==> src/rtl/led_seq_pkg.sv <==
// -----------------------------------------------------------------------------
// led_seq_pkg
// Shared definitions for the LED pattern sequencer: mode encodings, scan
// direction, the LED count and the 16-entry gamma table used by the BREATHE
// pattern when LED_PATTERN_SEQ_GAMMA_EN is defined.
// No ports (package).
// -----------------------------------------------------------------------------
package led_seq_pkg;

  // Number of LEDs on the board: bit 4 = D1 ... bit 0 = D5.
  localparam int NUM_LEDS = 5;

  // Encoding of the two-bit mode input.
  typedef enum logic [1:0] {
    MODE_BINARY  = 2'b00,
    MODE_SCAN    = 2'b01,
    MODE_BREATHE = 2'b10,
    MODE_OFF     = 2'b11
  } mode_e;

  // Sweep direction shared by the SCAN position and the BREATHE level.
  typedef enum logic {
    DIR_UP   = 1'b0,
    DIR_DOWN = 1'b1
  } dir_e;

  // Perceptual brightness curve for a 4-bit level. Low levels are compressed
  // so the ramp looks linear to the eye.
  localparam int GAMMA_ENTRIES = 16;
  localparam logic [3:0] GAMMA_LUT [GAMMA_ENTRIES] = '{
    4'd0, 4'd0, 4'd0,  4'd1,  4'd1,  4'd2,  4'd2,  4'd3,
    4'd4, 4'd5, 4'd6,  4'd8,  4'd9,  4'd11, 4'd13, 4'd15
  };

  function automatic logic [3:0] gamma4(input logic [3:0] level);
    return GAMMA_LUT[level];
  endfunction

endpackage

==> src/rtl/led_prescaler.sv <==
// -----------------------------------------------------------------------------
// led_prescaler
// Free-running DIV_W-bit prescaler that produces one pattern step every
// 2^DIV_W enabled cycles.
//
// Ports
//   clk     in   single clock
//   rst     in   synchronous, active-high reset
//   enable  in   count when high; hold when low
//   clear   in   force the count to zero and swallow any coincident wrap
//   step    out  registered one-cycle pulse, high the cycle after the count
//                was all-ones with enable high
//   wrap    out  combinational "step happens at this edge" strobe, so the
//                parent can update its pattern state on the same edge that
//                step is registered
// -----------------------------------------------------------------------------
module led_prescaler #(
  parameter int DIV_W = 21
) (
  input  logic clk,
  input  logic rst,
  input  logic enable,
  input  logic clear,
  output logic step,
  output logic wrap
);

  logic [DIV_W-1:0] count;

  // A clear outranks a coincident wrap: the step is dropped entirely.
  always_comb begin
    wrap = enable && (count == {DIV_W{1'b1}}) && !clear;
  end

  // NOTE: state registers use non-blocking assignments so every flop samples
  // the pre-edge values of its neighbours, regardless of statement order.
  always_ff @(posedge clk) begin
    if (rst) begin
      count <= '0;
      step  <= 1'b0;
    end else begin
      step <= wrap;
      if (clear) begin
        count <= '0;
      end else if (enable) begin
        count <= count + DIV_W'(1);
      end
    end
  end

endmodule

==> src/rtl/led_pattern_seq.sv <==
// -----------------------------------------------------------------------------
// led_pattern_seq
// Five-LED pattern sequencer with four modes:
//   BINARY  - 5-bit counter advanced once per step, shown directly on the LEDs
//   SCAN    - a single lit LED bouncing D5 -> D1 -> D5 without repeating the
//             end positions
//   BREATHE - all LEDs PWM-dimmed together; brightness ramps up and down by
//             one level per step
//   OFF     - LEDs dark, pattern state frozen
// A change on the mode input restarts the newly selected pattern from its
// initial state on the following edge.
//
// Parameters
//   DIV_W   prescaler width; one step every 2^DIV_W enabled cycles
//   PWM_W   PWM counter / brightness level width
//
// Ports
//   clk     in   single clock
//   rst     in   synchronous, active-high reset
//   enable  in   advance prescaler and PWM counter when high
//   mode    in   00 BINARY, 01 SCAN, 10 BREATHE, 11 OFF
//   led     out  registered LED drive, bit 4 = D1 ... bit 0 = D5
//   step    out  one-cycle pulse on each pattern step
//
// Build option
//   LED_PATTERN_SEQ_GAMMA_EN  when defined, BREATHE maps its level through
//                             the package gamma table (requires PWM_W == 4);
//                             otherwise the level drives the PWM compare
//                             directly.
// -----------------------------------------------------------------------------
module led_pattern_seq
  import led_seq_pkg::*;
#(
  parameter int DIV_W = 21,
  parameter int PWM_W = 4
) (
  input  logic                clk,
  input  logic                rst,
  input  logic                enable,
  input  logic [1:0]          mode,
  output logic [NUM_LEDS-1:0] led,
  output logic                step
);

  localparam logic [PWM_W-1:0] LEVEL_MAX = {PWM_W{1'b1}};
  localparam logic [2:0]       POS_LAST  = 3'(NUM_LEDS - 1);

`ifdef LED_PATTERN_SEQ_GAMMA_EN
  // The gamma table only covers 4-bit levels.
  if (PWM_W != 4) begin : g_gamma_width_check
    $fatal(1, "led_pattern_seq: LED_PATTERN_SEQ_GAMMA_EN requires PWM_W == 4");
  end
`endif

  function automatic logic [PWM_W-1:0] gamma(input logic [PWM_W-1:0] lvl);
`ifdef LED_PATTERN_SEQ_GAMMA_EN
    return PWM_W'(gamma4(lvl[3:0]));
`else
    return lvl;
`endif
  endfunction

  // ---------------------------------------------------------------------------
  // State
  // ---------------------------------------------------------------------------
  mode_e                mode_in;
  mode_e                mode_q;
  logic                 mode_change;
  logic                 wrap;

  logic [PWM_W-1:0]     pwm_cnt,  pwm_cnt_n;
  logic [NUM_LEDS-1:0]  pattern,  pattern_n;
  logic [2:0]           pos,      pos_n;
  dir_e                 dir,      dir_n;
  logic [PWM_W-1:0]     level,    level_n;
  logic [NUM_LEDS-1:0]  led_n;

  assign mode_in     = mode_e'(mode);
  assign mode_change = (mode_in != mode_q);

  // ---------------------------------------------------------------------------
  // Prescaler / step generator. A mode change clears it and suppresses any
  // step that would coincide with the change.
  // ---------------------------------------------------------------------------
  led_prescaler #(
    .DIV_W (DIV_W)
  ) u_prescaler (
    .clk    (clk),
    .rst    (rst),
    .enable (enable),
    .clear  (mode_change),
    .step   (step),
    .wrap   (wrap)
  );

  // ---------------------------------------------------------------------------
  // Next-state and LED logic
  // ---------------------------------------------------------------------------
  always_comb begin
    // NOTE: every signal assigned here gets a default first, so no path can
    // leave one unassigned and infer a latch.
    pwm_cnt_n = pwm_cnt;
    pattern_n = pattern;
    pos_n     = pos;
    dir_n     = dir;
    level_n   = level;
    led_n     = led;

    if (enable) begin
      pwm_cnt_n = pwm_cnt + PWM_W'(1);
    end

    if (mode_change) begin
      // Restart the newly selected pattern; LEDs go dark until it steps.
      pattern_n = '0;
      pos_n     = '0;
      dir_n     = DIR_UP;
      level_n   = '0;
      led_n     = '0;
    end else if (enable) begin
      unique case (mode_in)
        MODE_BINARY: begin
          if (wrap) begin
            pattern_n = pattern + NUM_LEDS'(1);
            led_n     = pattern_n;
          end
        end

        MODE_SCAN: begin
          if (wrap) begin
            // Each step lights the current position and then moves on, so the
            // first step after a restart lights D5.
            led_n = NUM_LEDS'(1) << pos;
            if (dir == DIR_UP) begin
              if (pos == POS_LAST) begin
                pos_n = POS_LAST - 3'd1;
                dir_n = DIR_DOWN;
              end else begin
                pos_n = pos + 3'd1;
              end
            end else begin
              if (pos == 3'd0) begin
                pos_n = 3'd1;
                dir_n = DIR_UP;
              end else begin
                pos_n = pos - 3'd1;
              end
            end
          end
        end

        MODE_BREATHE: begin
          if (wrap) begin
            if (dir == DIR_UP) begin
              if (level == LEVEL_MAX) begin
                level_n = LEVEL_MAX - PWM_W'(1);
                dir_n   = DIR_DOWN;
              end else begin
                level_n = level + PWM_W'(1);
              end
            end else begin
              if (level == '0) begin
                level_n = PWM_W'(1);
                dir_n   = DIR_UP;
              end else begin
                level_n = level - PWM_W'(1);
              end
            end
          end
          // Compare against the post-edge counter and level so the LEDs
          // always agree with the state registered alongside them.
          led_n = {NUM_LEDS{pwm_cnt_n < gamma(level_n)}};
        end

        MODE_OFF: begin
          led_n = '0;
        end
      endcase
    end
  end

  // ---------------------------------------------------------------------------
  // Registers
  // ---------------------------------------------------------------------------
  always_ff @(posedge clk) begin
    if (rst) begin
      mode_q  <= MODE_BINARY;
      pwm_cnt <= '0;
      pattern <= '0;
      pos     <= '0;
      dir     <= DIR_UP;
      level   <= '0;
      led     <= '0;
    end else begin
      mode_q  <= mode_in;
      pwm_cnt <= pwm_cnt_n;
      pattern <= pattern_n;
      pos     <= pos_n;
      dir     <= dir_n;
      level   <= level_n;
      led     <= led_n;
    end
  end

endmodule

==> config.mk <==
export PLATFORM = sky130hd
export DESIGN_NAME = led_pattern_seq
export DESIGN_NICKNAME = d
export VERILOG_FILES = /design/src/rtl/led_seq_pkg.sv /design/src/rtl/led_prescaler.sv /design/src/rtl/led_pattern_seq.sv
export SDC_FILE = /design/constraint.sdc
export NUM_CORES = 1
export LEC_CHECK = 0
export ABC_AREA = 1
export CAP_MARGIN = 10
export CELL_PAD_IN_SITES_DETAIL_PLACEMENT = 2
export CELL_PAD_IN_SITES_GLOBAL_PLACEMENT = 2
export CORE_UTILIZATION = 35
export DETAILED_ROUTE_END_ITERATION = 16
export GPL_TIMING_DRIVEN = 0
export PLACE_DENSITY_LB_ADDON = 0.05
export REMOVE_ABC_BUFFERS = 1
export SKIP_LAST_GASP = 1
export SLEW_MARGIN = 5
export SYNTH_ARGS = -nofsm -noshare
export SYNTH_HDL_FRONTEND = slang
export SYNTH_SLANG_ARGS = --single-unit
==> constraint.sdc <==
create_clock -name clk -period 3.1 [get_ports clk]
set_clock_uncertainty 0.1 [all_clocks]
set_input_delay 0.775 -clock clk [delete_from_list [all_inputs] [get_ports clk]]
set_output_delay 0.775 -clock clk [all_outputs]
set_load 0.02 [all_outputs]
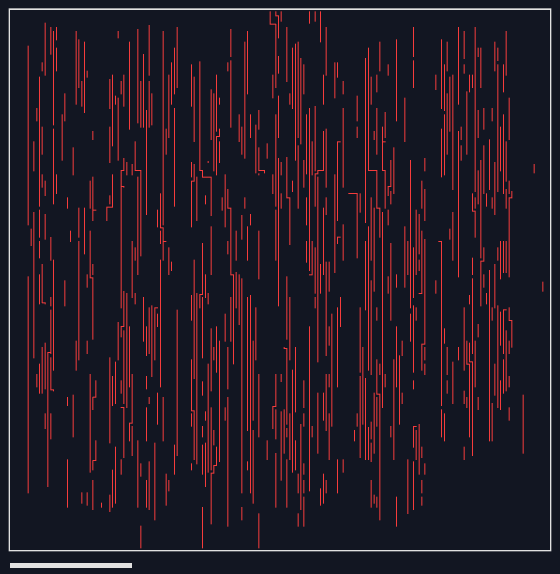
*Met2 routing, run 1*
The bar under the picture is 20 um long.
longest straight run = 35.4 um
main direction = vertical
Routed WL: 7250 um
met2 Use GR: 0.369

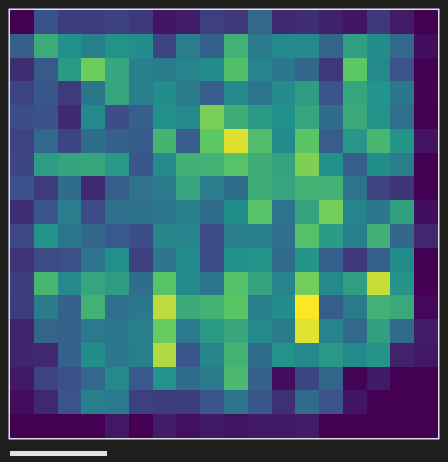
*Signal metal coverage by tile, run 1*
The bar under the picture is 20 um long. The die is cut into 18 by 18 equal tiles; dark purple is low, yellow is high, scaled to the fullest tile. Values are wire area over tile area, all layers added.
tiles over half the peak = 26%
nearly empty tiles = 7.7%
mean over tiles = 0.14
densest ninth of the die = center
wire per inst: 15.3 um
gr usage total: 0.200

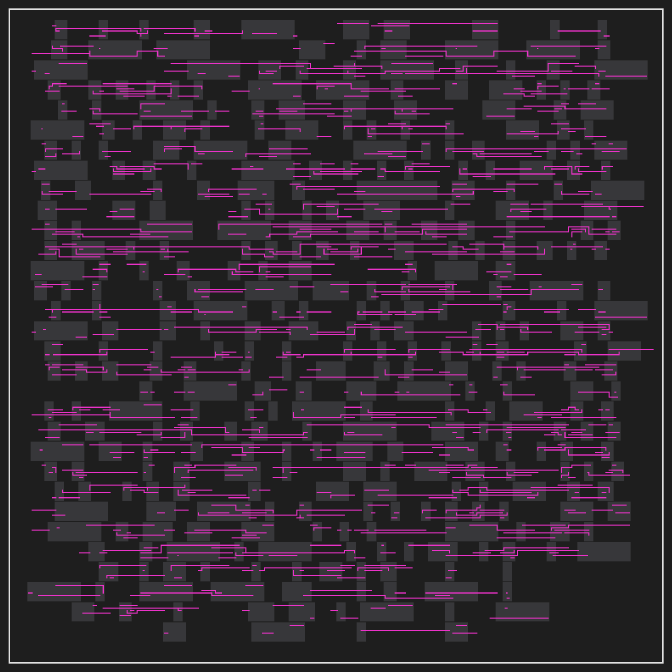
*Metal 1, run 1*
nets with wire on the layer = 372
wire length on this layer = 3360 um
share of all routed wire = 46%
met1 Use GR: 0.245
routed vias: 2363

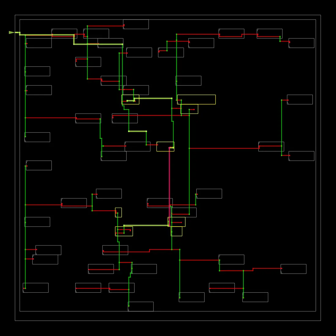
*Clock wiring as the flow saved it, run 1*
clock buffers: 5
Num Clock Sinks: 46
Flops: 46
Num CTS Buffers: 5

run 1: worst paths after layout:
check	slack, ns	cells after the start	from	endpoint
min	0.38	2	pattern[4]	pattern[4]
max	0.18	14	mode[1]	led[4]
max reg2reg	0.61	13	u_prescaler.count[0]	led[4]
min reg2reg	0.38	2	pattern[4]	pattern[4]
run 1: cell type report:
| cell class | count | area [um2] |
|---|---|---|
| flip-flops and latches | 46 | 921 |
| repair buffers | 14 | 135 |
| multi-input cells | 259 | 1490 |
| inverters | 47 | 176 |
| well taps | 99 | 124 |
| clock inverters | 3 | 43.8 |
| fillers | 901 | 4260 |
| clock buffers | 5 | 68.8 |
run 1: flip-flops by register name (all words and copies together), names as in the netlist, named ones only:
register / flops
pattern: 5
pwm_cnt: 4
pos: 3
led: 5
u_prescaler.step: 1
level: 4
mode_q: 2
u_prescaler.count: 21
run 1: per-stage QoR:
stage	hold WS [ns]	cells	power [mW]	TNS (ns)	setup WS [ns]
2_1_floorplan	0.343	352	0.666	0	0.667
3_3_place_gp	0.361	461	0.694	-20.24	-0.838
3_5_place_dp	0.373	462	0.700	-2.57	-0.521
4_1_cts	0.387	470	1.18	0	0.0931
5_1_grt	0.420	473	1.21	-0.00947	-0.00947
6_report	0.380	473	1.17	0	0.176
run 1: routing by layer:
metal | GRT usage | share of wire | vias up
met4 | 0.0484 | 0.011 | 0
met2 | 0.369 | 0.52 | 13
met3 | 0.0252 | 0.010 | 4
li1 | - | - | 1187
met5 | 0 | 0 | -
met1 | 0.245 | 0.46 | 1159
run 1: what timing repair did:
item                                    in CTS  in global routing
pin swaps                                    0                  2
gates resized                                3                  2
endpoints found under the setup margin       5                  5
setup buffers                                0                  3
endpoints found under the hold margin        0                  0
run 1: worst min-delay path, stage by stage (launching register included):
cell and delay [ns]:
dfxtp_1 0.33, nand2_1 0.06, a21oi_1 0.05
run 1: logic make-up (layout without fill, tap and decap cells):
group           count (synthesis)  after routing  share of synthesized area
simple gates                  157            157                      0.279
buf+inv                        54             69                     0.0805
flops                          46             46                      0.353
compound gates                 70             70                      0.156
xor+xnor                       15             15                     0.0503
fa+ha+maj                      17             17                     0.0815
run 1: cell usage in the layout, fill, tap and decap left out, types with 2 or more instances in the layout:
master	n
buf_4	3
clkbuf_8	5
a21oi_2	5
nor2_1	38
xnor2_1	9
a211oi_1	2
dfxtp_1	46
a21oi_1	27
nor2_4	3
nor2_2	8
and3_1	2
ha_1	17
o21ai_0	24
clkdlybuf4s50_1	8
nand3_1	16
nand2_1	65
nand4_1	3
inv_1	44
nor3_1	9
nand2_4	3
o21ai_1	2
nand2_2	7
o22ai_1	2
inv_2	3
xor2_1	6
run 1: power breakdown:
group	internal, mW	switching (mW)
registers	0.597	0.00525
clock network	0.242	0.238
logic	0.0295	0.0574
==> flow_summary.toml, run 1 <==
# yosys + openroad results
[final_timing]
setup_viol = 0
finalHoldViolations = 0
period_needed_ns = 2.92
slew_violations = 0
max_slew_margin = 0.610
post-route-period-util = 0.943
worstMarginPinSlew_ns = 0.583
fmax_mhz = 342

[detailed_routing]
ant_nets = 0
initialDrtViolationCount = 32
drc = 0
drtPass1Iterations = 4
via_per_inst = 5.00

[floorplanning]
fp_util = 0.362
die_h_um = 88.4
die_x_um = 88.4
core_um2 = 7210
chipArea_um2 = 7810
io_pins = 11
rows = 31

[clock_network]
cts_tree = "done"
clk_latency_ns = 0.31
clock_path_buffers = 2
htree_levels = 2
clkTransAtPathRegs_ns = 0.10
ctsHoldBuffers = 0
cts-root-buf = "clkbuf_8"

[synth]
ys.flops = 46
topCellsByArea = "dfxtp_1 35%, nand2_1 9.3%, ha_1 8.1%, inv_1 6.3%, nor2_1 5.6%"
yosysChipArea_um2 = 2610
synth_cell_types = 36
flop_cell = "dfxtp_1"
synth_warnings = 0
postSynthSeqShare = 0.353
ys_cells = 359
netlist_area_um2 = 2610
edf_count = 0
yosysTopAreaCellShare = 0.353
yosysTopAreaCell = "dfxtp_1"
avgSynthCellArea_um2 = 7.27
synthTopCellsByCount = "65 x nand2_1, 46 x dfxtp_1, 44 x inv_1"
most_common_cell = "nand2_1"
netlist_instances = 359
async_flop_share = 0

[grt]
antenna_found_initial = 0
grt_pass1_vias = 2514
grt_pass1_wl_um = 12000
grt_max_degree = 20
globalRoute.totalOverflow = 0

[setup_path]
cp-start-kind = "input pin"
worstPathRequired_ns = 3.24
crit_path_end_kind = "register"
crit_path_frequent_cell = "nand2_1"
arrival_ns = 3.07
crit_chain = "clkdlybuf4s50_1 -> inv_2 -> nand2_1 -> nand2_1 -> nand2_2 -> nor2_1 -> nand2_1 -> inv_1 -> nand3_1 -> o21ai_2 -> ha_1 -> a211oi_2 -> nand2_4 -> a21oi_2"
cpPeakStageDelay_ns = 0.51
worst-path-max-fanout = 5
critPathKind = "input pin to register"
cp_slowest_cell = "clkdlybuf4s50_1"
crit_family = "buffers and inverters"
cp.buffers_inverters = 3

[job]
cap_violations = 0
warning_count = 33

[power]
max-vdd-ir-drop_v = 0.000168
p_leak_nw = 1.20
powerDensity_nw_per_um2 = 395

[place]
portBuffers = 10
dp_hpwl_um = 5360
globalplace.congestion = 0.767
placed_cell_area_um2 = 2810

[layout]
utilization = 0.410
antenna_cells = 0
nets = 395
fin_area_um2 = 2960
area.growth.synth_to_final_pct = 13.4
drive_gt1_frac = 0.126

[outcome]
run_status = "finished, final reports clean"

[hold_path]
holdCritPathClass = "register to register"
### The metal 3 layer, run 1

The bar under the picture is 20 um long.
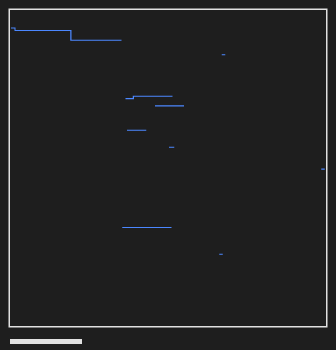

## Run 2: what changed since run 1
--- a/config.mk
+++ b/config.mk
@@ -9,9 +9,10 @@
 export CAP_MARGIN = 10
 export CELL_PAD_IN_SITES_DETAIL_PLACEMENT = 2
 export CELL_PAD_IN_SITES_GLOBAL_PLACEMENT = 2
-export CORE_UTILIZATION = 35
+export CORE_UTILIZATION = 30
 export DETAILED_ROUTE_END_ITERATION = 16
 export GPL_TIMING_DRIVEN = 0
+export MAX_ROUTING_LAYER = met4
 export PLACE_DENSITY_LB_ADDON = 0.05
 export REMOVE_ABC_BUFFERS = 1
 export SKIP_LAST_GASP = 1
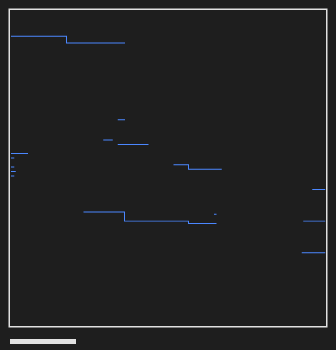
*The metal 3 layer, run 2*
The bar under the picture is 20 um long.
longest straight run = 19.3 um
wire length on this layer = 133 um
main direction = horizontal
routed vias: 2327
GR Layer Usage met3: 0.0311
Routed WL: 7060 um

==> run 2 against run 1 <==
Effect of this change:
- highest routed layer unchanged
- combinational power shrank 3.9%
- via count down 1.5%
- global-route usage decreased by 2.3 points
- synthesized cell count unchanged
- flip-flop count stayed put
==> flow_summary.toml, run 2 <==
# yosys + openroad results
[power]
max-vdd-ir-drop_v = 0.000180
powerDensity_nw_per_um2 = 392
p_leak_nw = 1.17

[clock_network]
clock_path_buffers = 2
clkTransAtPathRegs_ns = 0.09
cts-root-buf = "clkbuf_8"
cts_tree = "done"
postCtsSetupRepairBufs = 0
cts.sinks = 46
ctsHoldBuffers = 0
cts-buffers-inserted = 5
htree_levels = 2
clk_latency_ns = 0.31

[floorplanning]
fp_util = 0.314
rows = 33
io_pins = 11
chipArea_um2 = 9080
core_um2 = 8300
die_x_um = 95.3
die_h_um = 95.3

[synth]
yosysChipArea_um2 = 2610
flop_cell = "dfxtp_1"
edf_count = 0
topCellsByArea = "dfxtp_1 35%, nand2_1 9.3%, ha_1 8.1%, inv_1 6.3%, nor2_1 5.6%"
netlist_area_um2 = 2610
most_common_cell = "nand2_1"
synth_cell_types = 36
ys_cells = 359
ys.flops = 46
synth_warnings = 0
yosysTopAreaCell = "dfxtp_1"
async_flop_share = 0
postSynthSeqShare = 0.353
synthTopCellsByCount = "65 x nand2_1, 46 x dfxtp_1, 44 x inv_1"
yosysTopAreaCellShare = 0.353
netlist_instances = 359
avgSynthCellArea_um2 = 7.27

[place]
portBuffers = 10
dp_hpwl_um = 5390
globalplace.congestion = 0.778
pre_cts_slack_ns = -0.496

[job]
cap_violations = 0
warning_count = 33

[layout]
final_cell_mix = "65 x nand2_1, 46 x dfxtp_1, 44 x inv_1"
area.growth.synth_to_final_pct = 12.8
largest_reg_flops = 21
antenna_cells = 0
top_register = "u_prescaler.count"
layout_top_cell = "nand2_1"
drive_gt1_frac = 0.116
reg_top3 = "u_prescaler.count: 21 flops, led: 5 flops, pattern: 5 flops"
nets = 392

[grt]
antenna_found_initial = 0
grt_pass1_wl_um = 11800
grtUsageTotal = 0.177
grt_max_degree = 20
globalRoute.totalOverflow = 0
grt_pass1_vias = 2392

[final_timing]
period_needed_ns = 2.90
max_slew_margin = 0.610
slew_violations = 0
rsz0062_at_grt = "no"
fin_ws_ns = 0.201
fmax_mhz = 345
post-route-period-util = 0.935
worstMarginPinSlew_ns = 0.582
setup_viol = 0
setup_tns_ns = 0
finalHoldViolations = 0

[detailed_routing]
via_per_inst = 4.89
ant_nets = 0
initialDrtViolationCount = 39
drc = 0
drtPass1Iterations = 4
wl_per_cell_um = 14.8

[setup_path]
r2r_slack_ns = 0.64
worstPathRequired_ns = 3.26
worst-path-max-fanout = 5
critPathKind = "input pin to register"
reg2regPathDepth = 13
rr_startpoint = "u_prescaler.count[0]"
crit_path_end_kind = "register"
arrival_ns = 3.05
r2r-end = "led[3]"
cp-start-kind = "input pin"

[outcome]
run_status = "finished, final reports clean"

[hold_path]
holdCritPathClass = "register to register"
min_from = "pattern[4]"
min_path_cells = 2
holdPathEnd = "pattern[4]"
run 2: layout make-up:
class | instances | area [um2]
multi-input cells | 259 | 1490
clock inverters | 2 | 37.5
clock buffers | 6 | 72.6
flip-flops and latches | 46 | 921
inverters | 47 | 176
well taps | 105 | 131
repair buffers | 11 | 114
fillers | 991 | 5360
run 2: power breakdown:
group          total [mW]  switching [mW]  internal [mW]
Combinational      0.0836          0.0558         0.0278
Clock               0.467           0.226          0.241
Sequential          0.602         0.00520          0.597
Total                1.15           0.287          0.866
run 2: per-stage QoR:
stage / hold slack, ns / total power, mW / cells / utilization / area (um2)
after global routing: 0.428 / 1.21 / 476 / 0.355 / 2940
final: 0.395 / 1.15 / 476 / 0.355 / 2940
after detailed placement: 0.372 / 0.702 / 468 / 0.340 / 2830
after global placement: 0.359 / 0.696 / 467 / 0.338 / 2810
after CTS: 0.391 / 1.18 / 476 / 0.354 / 2940
after floorplan: 0.343 / 0.666 / 352 / - / 2580
run 2: cells by family after synthesis:
group	count (synthesis)	synth area share
AOI/OAI and AO/OA	70	0.156
xor gates and xnor gates	15	0.0503
adders and majority gates	17	0.0815
buffers and inverters	54	0.0805
DFF	46	0.353
and+or+nand+nor	157	0.279
run 2: how the worst max path moves through the flow:
stage,start,endpoint,slack (ns),cells after the start
floorplan,mode[1],led[0],0.67,13
global placement,mode[1],u_prescaler.count[13],-0.96,9
detailed placement,enable,led[1],-0.50,13
CTS,mode[1],led[3],0.09,14
global route,mode[1],led[3],0.04,14
finish,mode[1],led[3],0.20,14
run 2: what timing repair did:
item | in CTS | in global routing
gates cloned | 0 | 0
pin swaps | 0 | 2
resized | 2 | 2
endpoints found under the setup margin | 5 | 3
hold endpoints to repair | 0 | 0
run 2: worst max-delay path, stage by stage:
cell             delay, ns
clkdlybuf4s50_1       0.56
inv_2                 0.09
nand2_1               0.07
nand2_1               0.06
nand2_2               0.12
nor2_1                0.06
nand2_1               0.15
inv_1                 0.09
nand3_1               0.10
o21ai_2               0.08
ha_1                  0.33
a211oi_2              0.30
nand2_4               0.14
a21oi_2               0.13
run 2: metal layers:
metal | track usage | vias to the layer above | routed length (um)
met5 | - | - | 0
met4 | 0.0455 | 0 | 68
met3 | 0.0311 | 9 | 133
met2 | 0.285 | 14 | 3320
met1 | 0.227 | 1126 | 3540
li1 | - | 1178 | -
### Metal 1, run 2

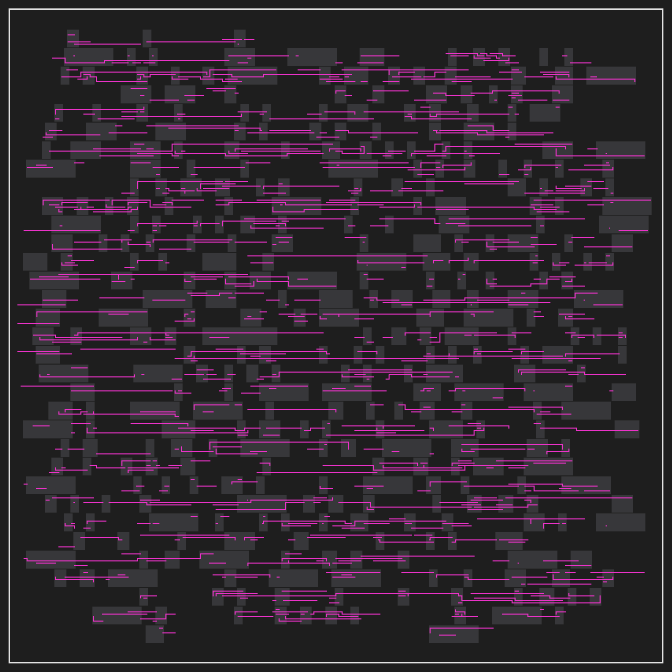

## Run 3: what changed since run 2
--- a/config.mk
+++ b/config.mk
@@ -5,7 +5,6 @@
 export SDC_FILE = /design/constraint.sdc
 export NUM_CORES = 1
 export LEC_CHECK = 0
-export ABC_AREA = 1
 export CAP_MARGIN = 10
 export CELL_PAD_IN_SITES_DETAIL_PLACEMENT = 2
 export CELL_PAD_IN_SITES_GLOBAL_PLACEMENT = 2
@@ -19,4 +18,5 @@
 export SLEW_MARGIN = 5
 export SYNTH_ARGS = -nofsm -noshare
 export SYNTH_HDL_FRONTEND = slang
+export SYNTH_HIERARCHICAL = 1
 export SYNTH_SLANG_ARGS = --single-unit
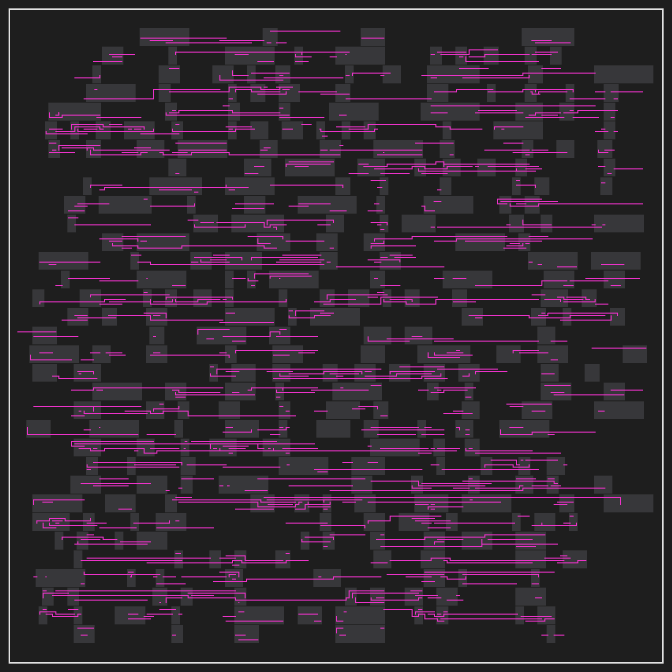
*Metal 1, run 3*
share of all routed wire = 50%
nets with wire on the layer = 304
wire length on this layer = 3470 um
longest straight run = 52.0 um
main direction = horizontal
routed vias: 2168
Routed WL: 6890 um
met1 Use GR: 0.217

==> run 3 against run 2 <==
Effect of this change:
- the run now ends with negative setup slack left
- largest power group unchanged
- first-iteration DRC count shrank 13%
- clock-buffer cell count shrank 1
- sequential share of layout area grew 0.051 points
- synthesized cell count shrank 17%
- register-to-register slack lost 0.82 ns
- maximum frequency shrank 12%
- largest cell class unchanged
- critical path type unchanged
- critical path depth shrank 1
- via count shrank 6.8%
==> flow_summary.toml, run 3 <==
# yosys + openroad results
[final_timing]
fin_ws_ns = -0.192
period_needed_ns = 3.29
finalHoldViolations = 0
setup_viol = 5
rsz0062_at_grt = "yes"

[synth]
postSynthSeqShare = 0.355
topCellsByArea = "dfxtp_1 35%, ha_1 7.2%, xor2_1 4.4%, nor2_1 4.3%, a21oi_1 4.0%"
most_common_cell = "dfxtp_1"
netlist_area_um2 = 2600
adder_share = 0.0723
ys.flops = 46
flop_cell = "dfxtp_1"
synth_warnings = 6
synth.logic.top_family = "simple AND/OR/NAND/NOR gates"
edf_count = 0

[detailed_routing]
wl_per_cell_um = 16.5
ant_nets = 0
via_per_inst = 5.19

[floorplanning]
die_h_um = 95.1
fp_util = 0.313
chipArea_um2 = 9030
io_pins = 11

[power]
power_frac_seq = 0.554
powerDensity_nw_per_um2 = 361
power_switching_mw = 0.291

[clock_network]
htree_levels = 2
cts_tree = "done"
clock_path_buffers = 2
ctsHoldBuffers = 0

[outcome]
run_status = "complete, but fails checks"
violations = "negative setup slack"

[place]
placed_cell_area_um2 = 2760

[layout]
reg_top3 = "u_prescaler/count: 21 flops, led: 5 flops, pattern: 5 flops"
largest_reg_flops = 21
final_cell_mix = "37 x dfxtp_1, 28 x nor2_1, 21 x a21oi_1"
nets = 332

[grt]
busiest_layer = "met2"
grt_use_met2 = 0.275

[setup_path]
cp-start-kind = "input pin"
arrival_ns = 3.45
[run 3: final cells by class]
cell class | count | area, um2 | share of cell area
clock inverters | 3 | 25.0 | 0.00835
multi-input cells | 225 | 1600 | 0.533
well taps | 105 | 131 | 0.0438
inverters | 13 | 48.8 | 0.0163
repair buffers | 21 | 186 | 0.0622
flip-flops and latches | 46 | 940 | 0.313
clock buffers | 5 | 68.8 | 0.0230
[run 3: logic make-up after synthesis]
| family | Yosys count |
|---|---|
| and+or+nand+nor | 113 |
| AOI/OAI and AO/OA | 70 |
| DFF | 46 |
| buffers and inverters | 26 |
| xor gates and xnor gates | 23 |
| adders and majority gates | 15 |
| muxes | 4 |
[run 3: final timing paths]
path	depth (start not counted)	end	slack, ns	from
setup / recovery	13	led[4]	-0.19	enable
hold / removal	2	u_prescaler/count[15]	0.40	u_prescaler/count[15]
setup reg to reg	12	led[4]	-0.18	u_prescaler/count[14]
hold reg to reg	2	u_prescaler/count[15]	0.40	u_prescaler/count[15]
[run 3: repair_timing]
action / 4_1_cts / 5_1_grt
buffers inserted: 10 / 1
cloned: 0 / 0
endpoints found under the setup margin: 18 / 5
hold endpoints to repair: 0 / 0
resized: 42 / 3
pin swaps: 10 / 3
[run 3: through the flow]
stage          worst slack, ns  TNS, ns
5_1_grt                 -0.302    -1.47
2_1_floorplan           -0.419    -2.09
6_report                -0.192   -0.936
4_1_cts                 -0.187   -0.905
3_3_place_gp             -2.37   -27.62
3_5_place_dp             -2.35   -27.69
[run 3: per-layer routing]
layer,vias up,wire (um)
li1,1086,-
met1,1064,3470
met2,13,3210
met3,5,124
met4,0,82
met5,-,0
[run 3: power by group through the flow]
stage               clock network, mW  logic (mW)  registers (mW)
global route                    0.442      0.0914           0.601
global placement                    0      0.0772           0.616
CTS                             0.420      0.0856           0.602
floorplan                           0      0.0444           0.617
finish                          0.399      0.0842           0.600
detailed placement                  0      0.0799           0.616
[run 3: worst max-delay path: cells and delay by family]
kind                       cells  cell delay (ns)
AOI/OAI and AO/OA              5             0.99
adders and majority gates      1             0.32
buffers and inverters          2             0.19
and+or+nand+nor                5             1.16
Power and IR drop assume default switching activity.
